`src/rtl/noc_pkg.sv`:
```
// Shared NoC definitions: default packet width, packet field positions and
// the packet type used by router-port blocks.
package noc_pkg;

   localparam int unsigned WIDTH_PACKET_DEF = 14;

   // Destination field occupies the upper packet bits. Each tree level
   // decodes one bit of it; ROUTE_BIT_DEF is the bit used at this level.
   localparam int unsigned DEST_MSB      = 13;
   localparam int unsigned DEST_LSB      = 8;
   localparam int unsigned ROUTE_BIT_DEF = 10;

   typedef logic [WIDTH_PACKET_DEF-1:0] packet_t;

endpackage

```
`src/rtl/sync_fifo.sv`:
```
// Synchronous FIFO with registered storage and a combinational head output.
// Ports:
//   clk, rst_n        clock, async active-low reset (clears storage too)
//   push_i, wdata_i   write request and data (ignored when full)
//   pop_i             read request (ignored when empty)
//   head_o            entry at the read pointer
//   full_o, empty_o   status flags
//   occupancy_o       current number of stored entries
module sync_fifo #(
   parameter int unsigned WIDTH = 14,
   parameter int unsigned DEPTH = 4
) (
   input  logic                     clk,
   input  logic                     rst_n,
   input  logic                     push_i,
   input  logic [WIDTH-1:0]         wdata_i,
   input  logic                     pop_i,
   output logic [WIDTH-1:0]         head_o,
   output logic                     full_o,
   output logic                     empty_o,
   output logic [$clog2(DEPTH):0]   occupancy_o
);

   localparam int unsigned PtrW = $clog2(DEPTH);
   localparam int unsigned OccW = PtrW + 1;

   logic [WIDTH-1:0] mem_q [DEPTH];
   logic [PtrW-1:0]  wr_ptr_q, wr_ptr_d;
   logic [PtrW-1:0]  rd_ptr_q, rd_ptr_d;
   logic [OccW-1:0]  occ_q, occ_d;
   logic             push_ok, pop_ok;

   assign full_o      = (occ_q == OccW'(DEPTH));
   assign empty_o     = (occ_q == '0);
   assign occupancy_o = occ_q;
   assign head_o      = mem_q[rd_ptr_q];

   assign push_ok = push_i & ~full_o;
   assign pop_ok  = pop_i & ~empty_o;

   // DEPTH is a power of two, so pointer increment wraps naturally.
   always_comb begin
      wr_ptr_d = wr_ptr_q;
      rd_ptr_d = rd_ptr_q;
      occ_d    = occ_q;
      if (push_ok) wr_ptr_d = wr_ptr_q + PtrW'(1);
      if (pop_ok)  rd_ptr_d = rd_ptr_q + PtrW'(1);
      unique case ({push_ok, pop_ok})
         2'b10:   occ_d = occ_q + OccW'(1);
         2'b01:   occ_d = occ_q - OccW'(1);
         default: occ_d = occ_q;
      endcase
   end

   always_ff @(posedge clk or negedge rst_n) begin
      if (!rst_n) begin
         wr_ptr_q <= '0;
         rd_ptr_q <= '0;
         occ_q    <= '0;
         for (int unsigned i = 0; i < DEPTH; i++) mem_q[i] <= '0;
      end else begin
         wr_ptr_q <= wr_ptr_d;
         rd_ptr_q <= rd_ptr_d;
         occ_q    <= occ_d;
         if (push_ok) mem_q[wr_ptr_q] <= wdata_i;
      end
   end

endmodule

```
`src/rtl/input_ctrl.sv`:
```
// Ingress stage of one NoC tree-router port: buffers link packets in a FIFO,
// decodes the routing bit of the head packet and offers it to exactly one of
// two output controllers with a valid/ready handshake. Counts forwarded
// packets per output.
// Ports:
//   clk, rst_n                    clock, async active-low reset
//   in_valid, in_data, in_ready   upstream link handshake
//   out0_valid/data/ready         downstream output 0 (route bit = 0)
//   out1_valid/data/ready         downstream output 1 (route bit = 1)
//   fwd_cnt0, fwd_cnt1            wrapping forwarded-packet counters
//   occupancy                     current FIFO fill
module input_ctrl
   import noc_pkg::*;
#(
   parameter int unsigned WIDTH_packet = WIDTH_PACKET_DEF,
   parameter int unsigned DEPTH        = 4,
   parameter int unsigned ROUTE_BIT    = ROUTE_BIT_DEF,
   parameter int unsigned CNT_W        = 16
) (
   input  logic                      clk,
   input  logic                      rst_n,
   input  logic                      in_valid,
   input  logic [WIDTH_packet-1:0]   in_data,
   output logic                      in_ready,
   output logic                      out0_valid,
   output logic [WIDTH_packet-1:0]   out0_data,
   input  logic                      out0_ready,
   output logic                      out1_valid,
   output logic [WIDTH_packet-1:0]   out1_data,
   input  logic                      out1_ready,
   output logic [CNT_W-1:0]          fwd_cnt0,
   output logic [CNT_W-1:0]          fwd_cnt1,
   output logic [$clog2(DEPTH):0]    occupancy
);

   logic [WIDTH_packet-1:0] head;
   logic                    full, empty;
   logic                    sel;
   logic                    push, pop0, pop1;
   logic [CNT_W-1:0]        cnt0_q, cnt0_d;
   logic [CNT_W-1:0]        cnt1_q, cnt1_d;

   // in_ready is gated by rst_n so nothing is accepted while reset is held.
   assign in_ready = rst_n & ~full;
   assign push     = in_valid & in_ready;

   assign sel        = head[ROUTE_BIT];
   assign out0_valid = ~empty & ~sel;
   assign out1_valid = ~empty & sel;
   assign out0_data  = head;
   assign out1_data  = head;

   // Only the selected output's ready can pop; the other ready is ignored.
   assign pop0 = out0_valid & out0_ready;
   assign pop1 = out1_valid & out1_ready;

   sync_fifo #(
      .WIDTH (WIDTH_packet),
      .DEPTH (DEPTH)
   ) u_fifo (
      .clk         (clk),
      .rst_n       (rst_n),
      .push_i      (push),
      .wdata_i     (in_data),
      .pop_i       (pop0 | pop1),
      .head_o      (head),
      .full_o      (full),
      .empty_o     (empty),
      .occupancy_o (occupancy)
   );

   always_comb begin
      cnt0_d = cnt0_q;
      cnt1_d = cnt1_q;
      if (pop0) cnt0_d = cnt0_q + CNT_W'(1);
      if (pop1) cnt1_d = cnt1_q + CNT_W'(1);
   end

   always_ff @(posedge clk or negedge rst_n) begin
      if (!rst_n) begin
         cnt0_q <= '0;
         cnt1_q <= '0;
      end else begin
         cnt0_q <= cnt0_d;
         cnt1_q <= cnt1_d;
      end
   end

   assign fwd_cnt0 = cnt0_q;
   assign fwd_cnt1 = cnt1_q;

endmodule

```
`config.mk`:
```
export PLATFORM = sky130hd
export DESIGN_NAME = input_ctrl
export DESIGN_NICKNAME = d
export VERILOG_FILES = /design/src/rtl/noc_pkg.sv /design/src/rtl/sync_fifo.sv /design/src/rtl/input_ctrl.sv
export SDC_FILE = /design/constraint.sdc
export NUM_CORES = 1
export LEC_CHECK = 0
export CAP_MARGIN = 40
export CORE_MARGIN = 4
export CORE_UTILIZATION = 30
export CTS_CLUSTER_DIAMETER = 50
export DETAILED_ROUTE_END_ITERATION = 8
export GPL_ROUTABILITY_DRIVEN = 0
export PLACE_DENSITY = 0.61
export SYNTH_ARGS = -nofsm -noshare
export SYNTH_HDL_FRONTEND = slang
export SYNTH_SLANG_ARGS = --single-unit
```
`constraint.sdc`:
```
create_clock -name clk -period 4.5 [get_ports clk]
set_input_delay 0.675 -clock clk [delete_from_list [all_inputs] [get_ports clk]]
set_output_delay 0.675 -clock clk [all_outputs]
set_load 0.005 [all_outputs]
```
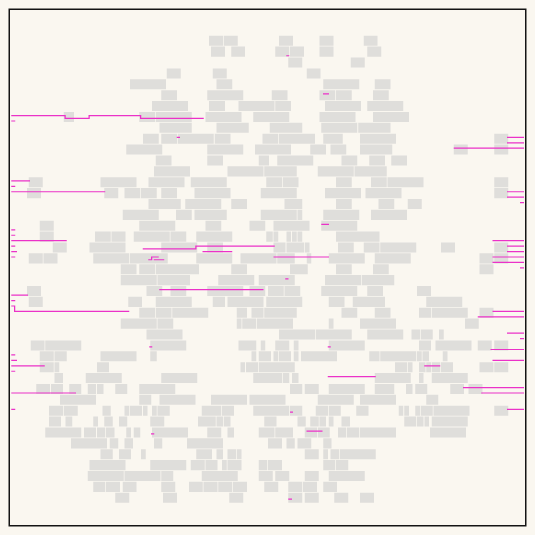
*The metal 3 layer*
Drawn at 4 px/um. Cells faint in the background.
nets with wire on the layer	49
longest straight run	28.5 um
main direction	horizontal
share of all routed wire	4.5%
wire length on this layer	401 um
total wire length: 8898 um
count of vias placed by the detailed router: 2689
GR Layer Usage met3: 3.030%

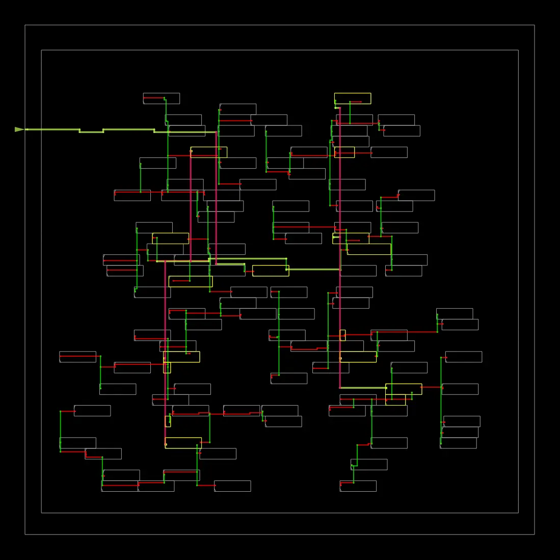
*Clock nets*
number of clock sinks: 95
power in the clock group: 0.817 mW
clk_lat worst skew: 0.34 ns
sequential cell count: 95
clk_skew: 0.005828 ns

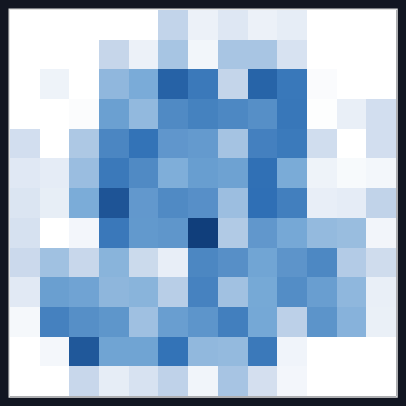
*Cell area per tile*
Drawn at 3 px/um. 13 x 13 tiles, from white (low) to dark blue (high), 0 to 100% covered.
tiles over 75% full	3.0%
emptiest ninth of the die	top left
densest ninth of the die	middle
fullest tile	94%
fp_density: 31.02%
Util after Layout: 39.90%
area of the placeable core: 0.01410 mm2

==> synth_stat cells, drive strengths merged <==
cell type	number	share of area, %
mux2i	2	0.46
ha	7	2.0
nand2b	1	0.14
xnor2	23	4.6
and2	3	0.43
nor3	7	0.92
or4b	1	0.31
nor2b	1	0.14
buf	21	3.3
and4	3	0.60
nand4	12	1.7
nand4b	1	0.20
dfrtp	95	54
nand3	7	0.80
nor4	1	0.14
clkbuf	3	0.26
o31a	2	0.40
o311a	1	0.23
fa	1	0.46
nor2	10	0.86
and3	3	0.43
nor3b	1	0.17
o21ai	1	0.11
xor2	13	2.6
mux4	14	7.3
inv	10	0.86
mux2	58	15
nand2	14	1.2
==> power breakdown <==
group / internal [mW] / total [mW] / switching [mW] / leakage, nW
sequential: 1.19 / 1.45 / 0.257 / 1.18
clock: 0.516 / 0.817 / 0.300 / 0.160
combinational: 1.12 / 1.70 / 0.578 / 1.04
==> kinds of logic after synthesis <==
| kind of cell | count (synthesis) | synth area share (%) |
|---|---|---|
| and+or+nand+nor | 65 | 8.069 |
| xor gates and xnor gates | 36 | 7.210 |
| adders and majority gates | 8 | 2.461 |
| buffers and inverters | 34 | 4.464 |
| AOI/OAI and AO/OA | 4 | 0.7439 |
| muxes | 74 | 22.69 |
| DFF | 95 | 54.36 |
==> layout make-up <==
type	instances	area share, %
inverter	10	0.6674
sequential	95	42.27
clock inverter	3	1.157
timing repair buffer	87	15.26
multi-input combinational	187	32.01
tap	180	4.004
clock buffer	13	4.627
==> sequential cells by signal, indices dropped and copies added, names as in the netlist <==
signal              flops
fwd_cnt1               16
u_fifo.occupancy_o      3
fwd_cnt0               16
u_fifo.wr_ptr_q         2
u_fifo.mem_q           56
u_fifo.rd_ptr_q         2
==> worst max-delay path, delay by kind of cell (launching register included) <==
family / cells / cell delay (ns)
simple gates: 1 / 0.24
mux: 1 / 0.71
buf+inv: 1 / 0.54
flops: 1 / 0.67
==> worst max-delay path by stage <==
stage / to / slack [ns] / depth (start not counted)
after floorplan: u_fifo.occupancy_o[2] / 2.08 / 11
after global placement: u_fifo.occupancy_o[2] / 1.65 / 9
after detailed placement: u_fifo.occupancy_o[2] / 1.61 / 9
after CTS: out0_valid / 1.24 / 3
after global routing: out0_valid / 1.13 / 3
final: out0_valid / 1.32 / 3
==> metal layers <==
metal	global-route usage [%]	share of wire [%]	vias to the layer above
li1	-	-	1252
met1	15.38	45	1355
met2	17.77	48	66
met3	3.030	4.5	16
met4	5.744	2.9	0
met5	0	0	-
==> run summary <==
Slew headroom: 45.06%
final hold viol count: 0
total area of sequential cells: 0.002377 mm2
final global-route overflow total: 0
Setup WS post-layout: 1.321 ns
row count: 43
cell area power density: 704.1 mW/mm2
CTS tree: done
static power due to leakage: 2.379 nW
die height: 128.7 um
global-route wire length before repair: 14990 um
setup violation total in the final timing report: 0
CP Cell Sequence: mux4_2, nor2_1, clkdlybuf4s50_1
overall chip area: 0.01657 mm2
tool warnings: 29
number of distinct standard cells referenced by the synthesized netlist: 32
n_diodes: 0
Final Instance Count excl. Fillers: 575
vias in the first global route: 2870
setup slack at placement: 1.607 ns
critical path launch point type: flip-flop
DRC violation total after the first TritonRoute iteration: 49
most frequently placed logic cells in the final layout: 95 x sky130_fd_sc_hd__dfrtp_1, 83 x sky130_fd_sc_hd__clkdlybuf4s50_1, 58 x sky130_fd_sc_hd__mux2_2
Ports: 85
sum of internal, switching and leakage power: 3.960 mW
number of cells on the worst reg-to-reg path: 9
HPWL after DPL: 6405 um
final instance area: 0.005624 mm2
FILL cells: 1347
time the final worst path needs with I/O delays and setup: 3.179 ns
slew at the pin with the worst max-slew slack: 0.8178 ns
maximum root-to-sink buffer count: 2
startpoint-to-endpoint class of the critical path: flip-flop to output port
Worst Hold Class: input port to asynchronous set/reset pin
flops & latches, synth: 95
clock buffer count from CTS: 9
Avg Synthesized Cell Area: 13.84 um2
top achievable clock speed: 0.3146 GHz
worst-case register-to-register setup slack: 1.67 ns
MaxCap Viol Count: 0
Total GRT Usage: 11.64%
end of the worst register-to-register path: u_fifo.occupancy_o[2]
number of iterations in the first detailed-routing pass: 4
tightest hold margin: 0.3205 ns
count of nets after finishing: 417
cell at the root of the clock tree: sky130_fd_sc_hd__clkbuf_16
data arrival time at the worst-slack endpoint: 2.50 ns
Required @ worst endpoint: 3.83 ns
run status: completed
CP max FO: 11
post-CTS clock slew at the launch and capture registers of the worst setup and hold paths: 0.06 ns
summed negative setup slack over all endpoints: 0 ns
Post-DRT Antenna Nets: 0
layout cell share with drive strength beyond 1: 23.04%
Post-CTS Setup Bufs: 0
layout overhead on the synthesized area: 28.61%
timing startpoint of the critical path: u_fifo.rd_ptr_q[0]
hold buffers post-CTS: 0
horizontal extent of the die: 128.7 um
antenna violations before repair: 0
sequential-to-total area share from yosys stat: 54.36%
worst reg2reg path startpoint: u_fifo.rd_ptr_q[0]
number of warnings reported in the yosys synthesis log: 0
number of nets at floorplan: 343
crit path capture type: output port
deepest level of the CTS H-tree: 3
final count of pins violating max slew: 0
post-synthesis instance area: 0.004373 mm2
post-layout period usage: 70.64%
Routed wire per std cell: 15.47 um
DR vias/cell: 4.677
crit path max-delay cell type: sky130_fd_sc_hd__mux4_2
RSZ-0062 raised after global routing: no
post-detailed-route DRC marker count: 0
placed cell areas: 0.005299 mm2
Max IR drop VDD: 283.8 uV
combinational cell area excluding buffers and inverters: 0.001800 mm2
maximum single-stage delay on the critical path: 0.71 ns
Mapped Cells: 316
most common cell after layout, fill and taps aside: sky130_fd_sc_hd__dfrtp_1
cell count after placement: 559
post_cts resized: 0
number of input and output port buffers inserted: 84
number of standard cells reported by yosys: 316
largest net degree at the start of global routing: 54
Yosys chip area: 0.004373 mm2
Power figures rest on the tool's default switching activity, not on a simulated workload.
